<file path="src/rtl/ids_pattern_sched.sv">
// Round-robin pattern-slot scheduler for the shared IDS matcher, with a double-buffered config bank.
// Optional drop output enabled by defining IDS_SCHED_DROP_EN; otherwise drop_out is tied low.
module ids_pattern_sched #(
    parameter int unsigned NUM_SLOTS = 4,
    parameter int unsigned SLOT_BITS = 2,
    parameter int unsigned PAT_WIDTH = 64
) (
    input  logic                   clk,
    input  logic                   reset,
    input  logic                   cfg_wr,
    input  logic [SLOT_BITS-1:0]   cfg_slot,
    input  logic [PAT_WIDTH-1:0]   cfg_pattern,
    input  logic [NUM_SLOTS-1:0]   cfg_en_mask,
    input  logic                   commit_req,
    output logic                   commit_ack,
    input  logic                   clear_cnt,
    input  logic                   pkt_start,
    input  logic                   pkt_end,
    input  logic                   match_in,
    output logic [PAT_WIDTH-1:0]   pattern_out,
    output logic                   matcher_rst,
    output logic [SLOT_BITS-1:0]   active_slot,
    output logic                   drop_out,
    output logic                   in_pkt,
    output logic                   proto_err,
    output logic [32*NUM_SLOTS-1:0] hit_cnt
);

    localparam int unsigned CNT_W = 32;

    typedef enum logic [1:0] {
        ST_IDLE   = 2'd0,
        ST_IN_PKT = 2'd1,
        ST_COMMIT = 2'd2
    } state_e;

    state_e                          state_q, state_d;
    logic [PAT_WIDTH-1:0]            shadow_q [NUM_SLOTS];
    logic [PAT_WIDTH-1:0]            active_q [NUM_SLOTS];
    logic [NUM_SLOTS-1:0]            en_q, en_d;
    logic [PAT_WIDTH-1:0]            pattern_q, pattern_d;
    logic                            mrst_q, mrst_d;
    logic [SLOT_BITS-1:0]            slot_q;
    logic [SLOT_BITS-1:0]            last_q;
    logic                            served_q;
    logic                            ack_q;
    logic                            drop_q, drop_d;
    logic                            in_pkt_q;
    logic                            perr_q;
    logic [NUM_SLOTS-1:0][CNT_W-1:0] hit_cnt_q;

    logic                            sel_load;
    logic                            abort;
    logic                            hit;
    logic                            commit_now;
    logic [SLOT_BITS-1:0]            sel_c;
    int unsigned                     search_start;

    // First enabled slot at or after 'start', wrapping; keeps 'last' when nothing is enabled.
    function automatic logic [SLOT_BITS-1:0] pick_slot(input logic [NUM_SLOTS-1:0] en,
                                                       input int unsigned start,
                                                       input logic [SLOT_BITS-1:0] last);
        logic [SLOT_BITS-1:0] sel;
        logic                 found;
        int unsigned          idx;
        sel   = last;
        found = 1'b0;
        for (int unsigned k = 0; k < NUM_SLOTS; k++) begin
            idx = (start + k) % NUM_SLOTS;
            if (!found && en[SLOT_BITS'(idx)]) begin
                sel   = SLOT_BITS'(idx);
                found = 1'b1;
            end
        end
        return sel;
    endfunction

    // Next-state and datapath control
    always_comb begin
        state_d    = state_q;
        sel_load   = 1'b0;
        abort      = 1'b0;
        hit        = 1'b0;
        commit_now = 1'b0;
        unique case (state_q)
            ST_IDLE: begin
                if (pkt_start) begin
                    state_d  = ST_IN_PKT;
                    sel_load = 1'b1;
                end else if (commit_req) begin
                    state_d = ST_COMMIT;
                end
            end
            ST_IN_PKT: begin
                if (pkt_start) begin
                    sel_load = 1'b1;
                    abort    = 1'b1;
                end else if (pkt_end) begin
                    hit     = (|en_q) & match_in;
                    state_d = commit_req ? ST_COMMIT : ST_IDLE;
                end
            end
            ST_COMMIT: begin
                commit_now = 1'b1;
                if (pkt_start) begin
                    state_d  = ST_IN_PKT;
                    sel_load = 1'b1;
                end else begin
                    state_d = ST_IDLE;
                end
            end
            default: state_d = ST_IDLE;
        endcase

        // A packet starting in the commit cycle is scheduled from the bank being committed.
        en_d         = commit_now ? cfg_en_mask : en_q;
        // Until the first packet is served the search begins at slot 0.
        search_start = served_q ? (32'(last_q) + 32'd1) : 32'd0;
        sel_c        = pick_slot(en_d, search_start, last_q);
        pattern_d    = pattern_q;
        if (sel_load) begin
            pattern_d = commit_now ? shadow_q[sel_c] : active_q[sel_c];
        end
        mrst_d = !((state_d == ST_IN_PKT) && (|en_d));
`ifdef IDS_SCHED_DROP_EN
        drop_d = hit;
`else
        drop_d = 1'b0;
`endif
    end

    // State and registered outputs
    always_ff @(posedge clk) begin
        if (reset) begin
            state_q   <= ST_IDLE;
            for (int unsigned i = 0; i < NUM_SLOTS; i++) begin
                shadow_q[i] <= '0;
                active_q[i] <= '0;
            end
            en_q      <= '0;
            pattern_q <= '0;
            mrst_q    <= 1'b1;
            slot_q    <= '0;
            last_q    <= '0;
            served_q  <= 1'b0;
            ack_q     <= 1'b0;
            drop_q    <= 1'b0;
            in_pkt_q  <= 1'b0;
            perr_q    <= 1'b0;
            hit_cnt_q <= '0;
        end else begin
            state_q   <= state_d;
            if (cfg_wr) begin
                shadow_q[cfg_slot] <= cfg_pattern;
            end
            if (commit_now) begin
                for (int unsigned i = 0; i < NUM_SLOTS; i++) begin
                    active_q[i] <= shadow_q[i];
                end
            end
            en_q      <= en_d;
            pattern_q <= pattern_d;
            mrst_q    <= mrst_d;
            if (sel_load) begin
                slot_q   <= sel_c;
                last_q   <= sel_c;
                served_q <= 1'b1;
            end
            ack_q    <= (state_d == ST_COMMIT);
            drop_q   <= drop_d;
            in_pkt_q <= (state_d == ST_IN_PKT);
            if (clear_cnt) begin
                perr_q    <= 1'b0;
                hit_cnt_q <= '0;
            end else begin
                if (abort) begin
                    perr_q <= 1'b1;
                end
                if (hit && (hit_cnt_q[slot_q] != {CNT_W{1'b1}})) begin
                    hit_cnt_q[slot_q] <= hit_cnt_q[slot_q] + CNT_W'(1);
                end
            end
        end
    end

    assign commit_ack  = ack_q;
    assign pattern_out = pattern_q;
    assign matcher_rst = mrst_q;
    assign active_slot = slot_q;
    assign drop_out    = drop_q;
    assign in_pkt      = in_pkt_q;
    assign proto_err   = perr_q;
    assign hit_cnt     = hit_cnt_q;

endmodule
</file>
<file path="config.mk">
export PLATFORM = sky130hd
export DESIGN_NAME = ids_pattern_sched
export DESIGN_NICKNAME = d
export VERILOG_FILES = /design/src/rtl/ids_pattern_sched.sv
export SDC_FILE = /design/constraint.sdc
export NUM_CORES = 1
export LEC_CHECK = 0
export CAP_MARGIN = 20
export CORE_MARGIN = 5
export CORE_UTILIZATION = 40
export CTS_CLUSTER_DIAMETER = 60
export CTS_CLUSTER_SIZE = 30
export DETAILED_ROUTE_END_ITERATION = 10
export SETUP_SLACK_MARGIN = 0.5
export SYNTH_ARGS = -nofsm -noshare
export SYNTH_HDL_FRONTEND = slang
export SYNTH_SLANG_ARGS = --single-unit
</file>
<file path="constraint.sdc">
create_clock -name clk -period 9.12 [get_ports clk]
set_input_delay 1.824 -clock clk [delete_from_list [all_inputs] [get_ports clk]]
set_output_delay 1.824 -clock clk [all_outputs]
set_load 0.03 [all_outputs]
</file>
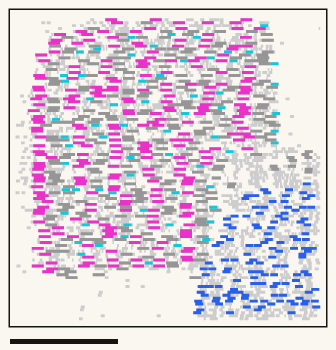
Figure 1: sequential cells grouped by signal name.
The bar under the picture is 100 um long. Other sequential cells in the stronger gray, the rest of the logic in the fainter gray.
color	signal	flops
blue	hit_cnt	128
magenta	shadow_q	256
cyan	pattern_out	64
not colored	269

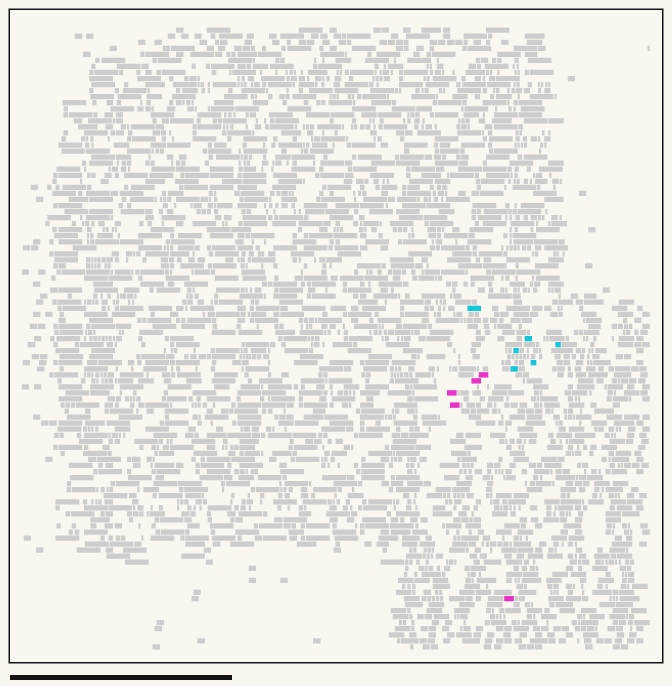
Figure 2: logic cells by family.
The bar under the picture is 100 um long.
color	family	cells	most used
cyan	non-inverting ao/oa cells	6	a21o_1
magenta	fa/ha/maj cells	5	ha_1
fraction of standard cell area in multi-input logic: 31.0%
most common cell after layout, fill and taps aside: sky130_fd_sc_hd__and2_1
count of placed standard cells in the final layout, fillers left out: 4,031

==> impl_metrics.json <==
{
  "drt_iter0_markers": 2085,
  "ys_top_cells_by_area": "sky130_fd_sc_hd__edfxtp_1 (48%), sky130_fd_sc_hd__dfxtp_1 (13%), sky130_fd_sc_hd__and2_1 (10%), sky130_fd_sc_hd__nand2_1 (4.4%), sky130_fd_sc_hd__a211oi_1 (3.3%)",
  "logic_area_um2": 11700,
  "critPathKind": "input pin to flop",
  "floorplanUtilization_pct": 40.5,
  "cp-start-kind": "input pin",
  "grt_util_met2_pct": 35.7,
  "maxSlewHeadroom_pct": 23.2,
  "fin_crit_sh_pct": 65.6,
  "ratio_of_cells_with_drive_above_1_in_the_final_layout_pct": 8.63,
  "layout.non_clock_buffers": 313,
  "synth_largest_type_area_fraction_pct": 47.9,
  "clk-insertion-delay-late_ns": 0.65,
  "initial_antenna_violation_count": 6,
  "enable_flop_cells": 512,
  "syn_warnings": 0,
  "num-multi-input-gates": 1826,
  "hold_viol": 0,
  "signal_buffer_area_fraction_pct": 8.14,
  "n_all_inverters": 13,
  "die_width_um": 293,
  "number_of_global_route_vias_before_repair": 22060,
  "post-place-ws_ns": 2.52,
  "yosys.stat.chipArea_um2": 32100,
  "layout.area.seq_um2": 19500,
  "path_cells": "clkdlybuf4s50_1 -> and4bb_2 -> a2111oi_4 -> o22ai_4 -> buf_4 -> o311ai_2 -> nor2_2 -> nor3_2 -> buf_4 -> nor2_4 -> buf_4 -> a311oi_1 -> and4_1",
  "number_of_cells_in_the_design_after_placement": 3918,
  "postCtsSetupBuffers": 0,
  "min_to": "proto_err$_SDFFE_PP0P_",
  "cp-endpoint": "pattern_out[40]$_SDFFE_PP0P_",
  "setup_repair_after_global_routing_missed_its_margin": "no",
  "async_reset_ff_share_pct": 0,
  "io_pins": 277,
  "cp_data_arrival_time_ns": 6.52,
  "fin_worst_hold_slack_ns": 0.512,
  "gpl.final_weighted_congestion": 0.808,
  "wire_length_of_the_first_global_routing_pass_mm": 139,
  "cts-root-to-sink-buffers": 3,
  "synth_cells": 2767,
  "cp-startpoint": "cfg_en_mask[0]",
  "mean_instance_size_in_the_synthesized_netlist_um2": 11.6,
  "worstRegToRegCells": 12,
  "critPathBufInv": 4,
  "critPathRequiredTime_ns": 9.65,
  "final_setup_viols": 0,
  "clock_cell_area_share_pct": 5.50,
  "hold_crit_class": "flop to flop",
  "crit_end_category": "flop",
  "cts.htree.levels": 2,
  "warnings": 45,
  "tapCellCount": 1050,
  "yosysMostFrequentCell": "sky130_fd_sc_hd__and2_1",
  "final_util_pct": 47.5,
  "result_of_the_run": "complete, no violations",
  "core.rowCount": 103,
  "skew_ns": 0.0388,
  "ff_type": "sky130_fd_sc_hd__edfxtp_1",
  "place.detailed.hpwl_mm": 51.1,
  "lay_top_cells": "sky130_fd_sc_hd__and2_1 (515), sky130_fd_sc_hd__edfxtp_1 (512), sky130_fd_sc_hd__nand2_1 (375), sky130_fd_sc_hd__clkdlybuf4s50_1 (274), sky130_fd_sc_hd__dfxtp_1 (203)",
  "track_usage_pct": 20.8,
  "insertedDiodeCount": 4,
  "hold_buffers": 0,
  "global_route.overflow_total": 0,
  "synth.largest_area_cell": "sky130_fd_sc_hd__edfxtp_1",
  "clock_tree_from_tritoncts": "built",
  "cts_buffers": 57,
  "yosysCellCount": 2767,
  "power.static_leakage_nw": 13.1,
  "finalMaxSlewViolations": 0,
  "critPathSlowestCell": "sky130_fd_sc_hd__nor2_4",
  "die-area_um2": 86000,
  "fmax_mhz": 167,
  "ant_nets": 0,
  "hold_path_depth": 2,
  "avg_wl_per_cell_um": 23.1,
  "timing_worst_slew_pin_value_ns": 1.15
}
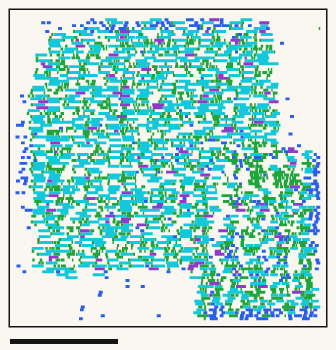
Figure 3: placed cells, one color a class.
The bar under the picture is 100 um long.
color	class	cells	share of their area
blue	remaining buffers and delay cells	313	8.4%
purple	clock drivers and dummy loads	108	5.7%
cyan	sequential cells	717	54%
green	remaining logic cells	1,839	32%

[logic make-up (layout without fill, tap and decap cells)]
family | after synthesis | after routing | share of synthesized area [%]
xor gates and xnor gates | 32 | 32 | 0.873
muxes | 119 | 119 | 5.23
buffers and inverters | 224 | 434 | 3.29
adders and majority gates | 5 | 5 | 0.195
other | 1 | 5 | 0.0117
AOI/OAI and AO/OA | 333 | 333 | 8.07
DFF | 717 | 717 | 60.7
and+or+nand+nor | 1336 | 1336 | 21.7
[metal layers]
metal / vias up / part of all wire, %
met5: - / 0.042
met4: 6 / 2.6
met3: 153 / 6.9
met2: 789 / 49
met1: 10990 / 41
li1: 10253 / -
[report_power, final]
group          switching [W]  internal, W  total, W
logic               0.000785     0.000390   0.00117
clock network        0.00135      0.00137   0.00272
registers           0.000104      0.00369   0.00379
total                0.00224      0.00545   0.00768
